Fig. 1: sequential cells coloured by netlist name
The bar under the picture is 10 um long. Other sequential cells in the stronger grey, the rest of the logic in the fainter grey.
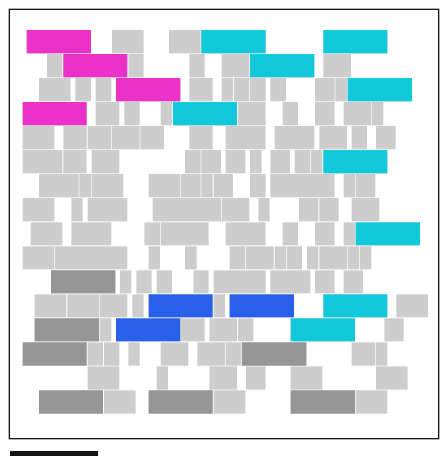
Fig. 2: routed metal per tile
The bar under the picture is 10 um long. 10 x 10 tiles, from dark blue (low) to red (high), scaled to the fullest tile. Values are wire area over tile area, all layers added.
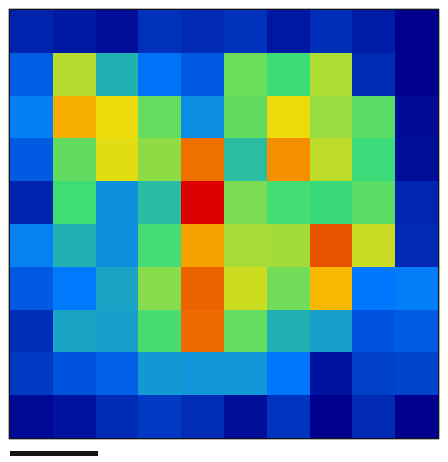
Fig. 3: placement by cell class
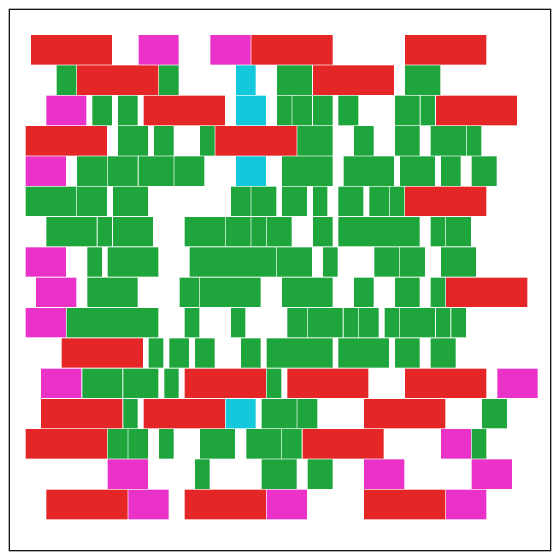
`config.mk`:
```
export PLATFORM = sky130hd
export DESIGN_NAME = rst_seq_flat
export DESIGN_NICKNAME = d
export VERILOG_FILES = /design/src/rtl/rst_seq_if.sv /design/src/rtl/rst_seq.sv /design/src/flat_wrapper.sv
export SDC_FILE = /design/constraint.sdc
export NUM_CORES = 1
export LEC_CHECK = 0
export CORE_UTILIZATION = 56
export CTS_BUF_LIST = sky130_fd_sc_hd__clkbuf_2 sky130_fd_sc_hd__clkbuf_4 sky130_fd_sc_hd__clkbuf_8
export CTS_CLUSTER_DIAMETER = 150
export DETAILED_ROUTE_END_ITERATION = 10
export MAX_ROUTING_LAYER = met4
export PLACE_DENSITY = 0.77
export SYNTH_ARGS = -nofsm -noshare
export SYNTH_HDL_FRONTEND = slang
export SYNTH_SLANG_ARGS = --single-unit
```
`constraint.sdc`:
```
create_clock -name clk_i -period 2.7 [get_ports clk_i]
set_input_delay 0.54 -clock clk_i [delete_from_list [all_inputs] [get_ports clk_i]]
set_output_delay 0.54 -clock clk_i [all_outputs]
set_load 0.02 [all_outputs]
```
`src/rtl/rst_seq_if.sv`:
```
// Handshake bundle between the staged reset sequencer and the stages it releases.
// master = sequencer side, slave = stage/controller side.
interface rst_seq_if #(
    parameter int NumStages = 4
);
    localparam int IdxW = (NumStages > 1) ? $clog2(NumStages) : 1;

    logic                 sw_rst_i;
    logic [NumStages-1:0] stage_ack_i;
    logic [NumStages-1:0] stage_rst_o;
    logic                 busy_o;
    logic                 done_o;
    logic                 timeout_o;
    logic [IdxW-1:0]      timeout_stage_o;

    modport master (
        input  sw_rst_i,
        input  stage_ack_i,
        output stage_rst_o,
        output busy_o,
        output done_o,
        output timeout_o,
        output timeout_stage_o
    );

    modport slave (
        output sw_rst_i,
        output stage_ack_i,
        input  stage_rst_o,
        input  busy_o,
        input  done_o,
        input  timeout_o,
        input  timeout_stage_o
    );
endinterface

```
`src/rtl/rst_seq.sv`:
```
// Staged reset-release sequencer: releases one stage at a time, waits for its ack,
// inserts a fixed gap before the next stage, and reports done or the stage that timed out.
module rst_seq #(
    parameter int NumStages  = 4,
    parameter int GapCycles  = 8,
    parameter int AckTimeout = 256
) (
    input  logic          clk_i,
    input  logic          rst_i,
    rst_seq_if.master     bus
);
    localparam int IdxW   = (NumStages > 1) ? $clog2(NumStages) : 1;
    localparam int CntMax = (GapCycles > AckTimeout) ? GapCycles : AckTimeout;
    localparam int CntW   = $clog2(CntMax + 1);

    localparam logic [CntW-1:0] GapLast   = CntW'(GapCycles - 1);
    localparam logic [CntW-1:0] AckLast   = CntW'((AckTimeout > 0) ? AckTimeout - 1 : 0);
    localparam logic [IdxW-1:0] LastIdx   = IdxW'(NumStages - 1);
    localparam bit              TimeoutEn = (AckTimeout != 0);

    typedef enum logic [2:0] {
        S_HOLD,
        S_WAIT_ACK,
        S_GAP,
        S_DONE,
        S_FAULT
    } state_t;

    state_t               state_reg, state_next;
    logic [CntW-1:0]      cnt_reg, cnt_next;
    logic [IdxW-1:0]      k_reg, k_next;
    logic [NumStages-1:0] stage_rst_reg, stage_rst_next;
    logic                 busy_reg, busy_next;
    logic                 done_reg, done_next;
    logic                 timeout_reg, timeout_next;
    logic [IdxW-1:0]      timeout_stage_reg, timeout_stage_next;

    logic                 ack_k;
    logic                 rel_en;
    logic                 fault_en;

    assign ack_k = bus.stage_ack_i[k_reg];

    always_ff @(posedge clk_i) begin
        if (rst_i) begin
            state_reg         <= S_HOLD;
            cnt_reg           <= '0;
            k_reg             <= '0;
            stage_rst_reg     <= '1;
            busy_reg          <= 1'b1;
            done_reg          <= 1'b0;
            timeout_reg       <= 1'b0;
            timeout_stage_reg <= '0;
        end else begin
            state_reg         <= state_next;
            cnt_reg           <= cnt_next;
            k_reg             <= k_next;
            stage_rst_reg     <= stage_rst_next;
            busy_reg          <= busy_next;
            done_reg          <= done_next;
            timeout_reg       <= timeout_next;
            timeout_stage_reg <= timeout_stage_next;
        end
    end

    always_comb begin
        state_next = state_reg;
        cnt_next   = cnt_reg;
        k_next     = k_reg;
        rel_en     = 1'b0;
        fault_en   = 1'b0;

        if (bus.sw_rst_i) begin
            state_next = S_HOLD;
            cnt_next   = '0;
            k_next     = '0;
        end else begin
            case (state_reg)
                S_HOLD: begin
                    if (cnt_reg == GapLast) begin
                        state_next = S_WAIT_ACK;
                        cnt_next   = '0;
                        rel_en     = 1'b1;
                    end else begin
                        cnt_next = cnt_reg + CntW'(1);
                    end
                end
                S_WAIT_ACK: begin
                    // An ack arriving on the timeout edge takes precedence over the fault.
                    if (ack_k) begin
                        cnt_next   = '0;
                        state_next = (k_reg == LastIdx) ? S_DONE : S_GAP;
                    end else if (TimeoutEn && (cnt_reg == AckLast)) begin
                        state_next = S_FAULT;
                        fault_en   = 1'b1;
                    end else if (cnt_reg != '1) begin
                        cnt_next = cnt_reg + CntW'(1);
                    end
                end
                S_GAP: begin
                    if (cnt_reg == GapLast) begin
                        state_next = S_WAIT_ACK;
                        cnt_next   = '0;
                        k_next     = k_reg + IdxW'(1);
                        rel_en     = 1'b1;
                    end else begin
                        cnt_next = cnt_reg + CntW'(1);
                    end
                end
                default: begin
                end
            endcase
        end
    end

    // Each stage reset only changes on restart, its own release, or a fault on it.
    for (genvar gi = 0; gi < NumStages; gi++) begin : g_stage
        assign stage_rst_next[gi] =
            bus.sw_rst_i                                  ? 1'b1 :
            (rel_en   && (k_next == IdxW'(gi)))           ? 1'b0 :
            (fault_en && (k_reg  == IdxW'(gi)))           ? 1'b1 :
                                                            stage_rst_reg[gi];
    end

    always_comb begin
        busy_next          = (state_next != S_DONE) && (state_next != S_FAULT);
        done_next          = (state_next == S_DONE);
        timeout_next       = (state_next == S_FAULT);
        timeout_stage_next = (state_next == S_FAULT) ? k_next : '0;
    end

    assign bus.stage_rst_o     = stage_rst_reg;
    assign bus.busy_o          = busy_reg;
    assign bus.done_o          = done_reg;
    assign bus.timeout_o       = timeout_reg;
    assign bus.timeout_stage_o = timeout_stage_reg;
endmodule

```
`src/flat_wrapper.sv`:
```
// flat-port wrapper written by rule: the top's interface ports become plain ports
module rst_seq_flat 
#(
    parameter int NumStages  = 4,
    parameter int GapCycles  = 8,
    parameter int AckTimeout = 256
)
  (clk_i, rst_i, bus_sw_rst_i, bus_stage_ack_i, bus_stage_rst_o, bus_busy_o, bus_done_o, bus_timeout_o, bus_timeout_stage_o);
  rst_seq_if #(.NumStages(NumStages)) bus_i ();
  input  logic clk_i;
  input  logic rst_i;
  input wire logic [$bits(bus_i.sw_rst_i)-1:0] bus_sw_rst_i;
  input wire logic [$bits(bus_i.stage_ack_i)-1:0] bus_stage_ack_i;
  output wire logic [$bits(bus_i.stage_rst_o)-1:0] bus_stage_rst_o;
  output wire logic [$bits(bus_i.busy_o)-1:0] bus_busy_o;
  output wire logic [$bits(bus_i.done_o)-1:0] bus_done_o;
  output wire logic [$bits(bus_i.timeout_o)-1:0] bus_timeout_o;
  output wire logic [$bits(bus_i.timeout_stage_o)-1:0] bus_timeout_stage_o;
  assign bus_i.sw_rst_i = bus_sw_rst_i;
  assign bus_i.stage_ack_i = bus_stage_ack_i;
  assign bus_stage_rst_o = bus_i.stage_rst_o;
  assign bus_busy_o = bus_i.busy_o;
  assign bus_done_o = bus_i.done_o;
  assign bus_timeout_o = bus_i.timeout_o;
  assign bus_timeout_stage_o = bus_i.timeout_stage_o;
  rst_seq #(.NumStages(NumStages), .GapCycles(GapCycles), .AckTimeout(AckTimeout)) u_core (.clk_i(clk_i), .rst_i(rst_i), .bus(bus_i));
endmodule
```
==> impl_metrics.tcl <==
# place-and-route summary
set metrics [dict create \
    cts_sinks 23 \
    drive_gt1_share_pct 10.3 \
    avgSynthCellArea_um2 9.23 \
    outcome "completed" \
    io-pin-count 16 \
    topCellsByArea "dfxtp_1 (38%), ha_1 (7.2%), a31oi_1 (3.6%)" \
    ys.flop_type "dfxtp_1" \
    hp-class "flip-flop to flip-flop" \
    portBuffers 15 \
    gr-usage-met1_pct 29.0 \
    synth_cells 131 \
    post_cts.repair.setup_buffers 0 \
    cp-end-kind "flip-flop" \
    cp_top_family "simple AND/OR/NAND/NOR gates" \
    crit_arrival_ps 2600 \
    layout.nets 160 \
    ys.flops 23 \
    postRouteWirelength_mm 2.37 \
    worstSetupPathType "flip-flop to flip-flop" \
    grt_overflow 0 \
    dpl.hpwl_mm 1.77 \
    yosys-stat-area_um2 1210 \
    cts_root_buffer "clkbuf_4" \
    drtIter0Drc 14 \
    top_area_cell "dfxtp_1" \
    insertion_delay_ps 320 \
    cpMostUsedCell "ha_1" \
    antenna_found_initial 0 \
    cts_max_level 1 \
    drc 0 \
    largest_register_ffs 9 \
    use_met3_pct 3.77 \
    dieArea_um2 2350 \
    slew_viol_final 0 \
    power_uw 531 \
    yosys.cell_types.count 39 \
    skew_ps 5.57 \
    gr-max-usage-layer "met2" \
    gp_congestion 0.908 \
    p_leak_uw 0.000489 \
    worst_pin_slew_ps 726 \
    p_per_area_nw_per_um2 380 \
    fp.dieW_um 48.5 \
    max_stage_delay_ps 410 \
    grt_pass1_vias 958 \
    crit_chain "ha_1, nand3_1, or2_2, nor2_1, ha_1, o21ai_0, o21ai_4, nand3b_4, o311ai_1" \
]
About Fig. 1:
Key: u_core.bus.stage_rst_o = magenta [flops 4, where north-west]; u_core.cnt_reg = cyan [flops 9]; u_core.state_reg = blue [flops 3]
Another 7 sequential cells are not coloured.
fin util: 69.8%
P_seq: 342 uW
Sequential Area: 460 um^2
flop share of the area: 33.0%

About Fig. 2:
The densest ninth of the die: centre. The mean over all tiles is 0.16. 35% of the tiles are over half the peak.
Avg WL per Cell: 13.8 um
vias: 1,025

About Fig. 3:
Key: other buffers and delay cells = magenta [cells 16, share of their area 12%]; flops = red [cells 23, share of their area 34%]; combinational and other logic = green [cells 102, share of their area 53%]; clock drivers and dummy loads = cyan [cells 4, share of their area 2.0%]
# rows: 16
fin area: 1400 um^2
core box area: 2000 um^2

[layout make-up]
cell class | instances | area (um^2)
clock buffer | 3 | 22.5
clock inverter | 1 | 5.00
fill | 166 | 606
inverter | 7 | 26.3
multi-input combinational | 95 | 691
sequential | 23 | 460
tap | 27 | 33.8
timing repair buffer | 16 | 158
[where the power goes]
group / internal, uW / total, uW / switching [uW]
clock: 55.5 / 160 / 105
sequential: 341 / 342 / 1.65
combinational: 14.0 / 27.8 / 13.8
[worst reg2reg max path: cells and delay by family (launching register included)]
kind                       cells  cell delay, ps
and+or+nand+nor                4             900
AOI/OAI and AO/OA              3             530
adders and majority gates      2             460
DFF                            1             410
[logic make-up after synthesis]
family / count (synthesis) / share of synthesized area [%]
AND/OR/NAND/NOR: 46 / 22.2
AND-OR/OR-AND: 35 / 21.2
flip-flops: 23 / 38.1
buffers and inverters: 13 / 4.76
adder cells (fa/ha/maj): 7 / 7.25
multiplexers: 4 / 4.35
XOR/XNOR: 3 / 2.17
[layout by cell type, fill, tap and decap left out, types with 2 or more instances in the layout]
cell type | Yosys | layout
o32ai_1 | 5 | 5
clkdlybuf4s50_1 | 0 | 15
dfxtp_1 | 23 | 23
a211oi_1 | 4 | 4
a31oi_1 | 7 | 7
inv_1 | 7 | 7
nand2_1 | 10 | 10
ha_1 | 7 | 7
a21oi_1 | 6 | 6
clkbuf_4 | 0 | 3
o21ai_0 | 4 | 4
or2_2 | 2 | 2
nor3_1 | 5 | 5
xnor2_1 | 2 | 2
nor2_1 | 8 | 8
and2_1 | 2 | 2
nand3_1 | 8 | 8
nand4_1 | 3 | 3
mux2i_1 | 3 | 3
[metal layers]
layer	vias to the layer above	share of wire (%)
met1	487	50
met2	15	47
li1	517	-
met4	0	1.6
met3	6	1.9
met5	-	0
[stage by stage]
step / area (um^2) / setup WS, ps / cells / hold WS [ps] / utilization [%]
floorplan: 1210 / 619 / 131 / 465 / -
global placement: 1370 / 388 / 168 / 481 / 68.4
detailed placement: 1370 / 361 / 168 / 491 / 68.4
CTS: 1400 / 339 / 172 / 509 / 69.8
global route: 1400 / 117 / 172 / 526 / 69.8
finish: 1400 / 300 / 172 / 511 / 69.8
[path summary, 6_finish.rpt]
kind	from	endpoint	slack [ps]	cells past startpoint
worst min register to register	u_core.cnt_reg[7]	u_core.cnt_reg[7]	510	2
worst max-delay path	u_core.cnt_reg[0]	u_core.cnt_reg[2]	300	9
worst max register to register	u_core.cnt_reg[0]	u_core.cnt_reg[2]	300	9
worst min-delay path	u_core.cnt_reg[7]	u_core.cnt_reg[7]	510	2
[Yosys cell counts, drive strengths merged, types with 2 or more instances]
| master | n |
|---|---|
| nand2 | 10 |
| o21ai | 7 |
| a211oi | 4 |
| o32ai | 5 |
| inv | 7 |
| a21oi | 6 |
| nand4 | 3 |
| xnor2 | 2 |
| a31oi | 7 |
| buf | 2 |
| nand3 | 8 |
| mux2i | 3 |
| nor2 | 8 |
| dfxtp | 23 |
| nor3 | 5 |
| or2 | 2 |
| and2 | 2 |
| ha | 7 |
| clkbuf | 4 |
| nor4 | 2 |
Power and IR drop assume default switching activity.
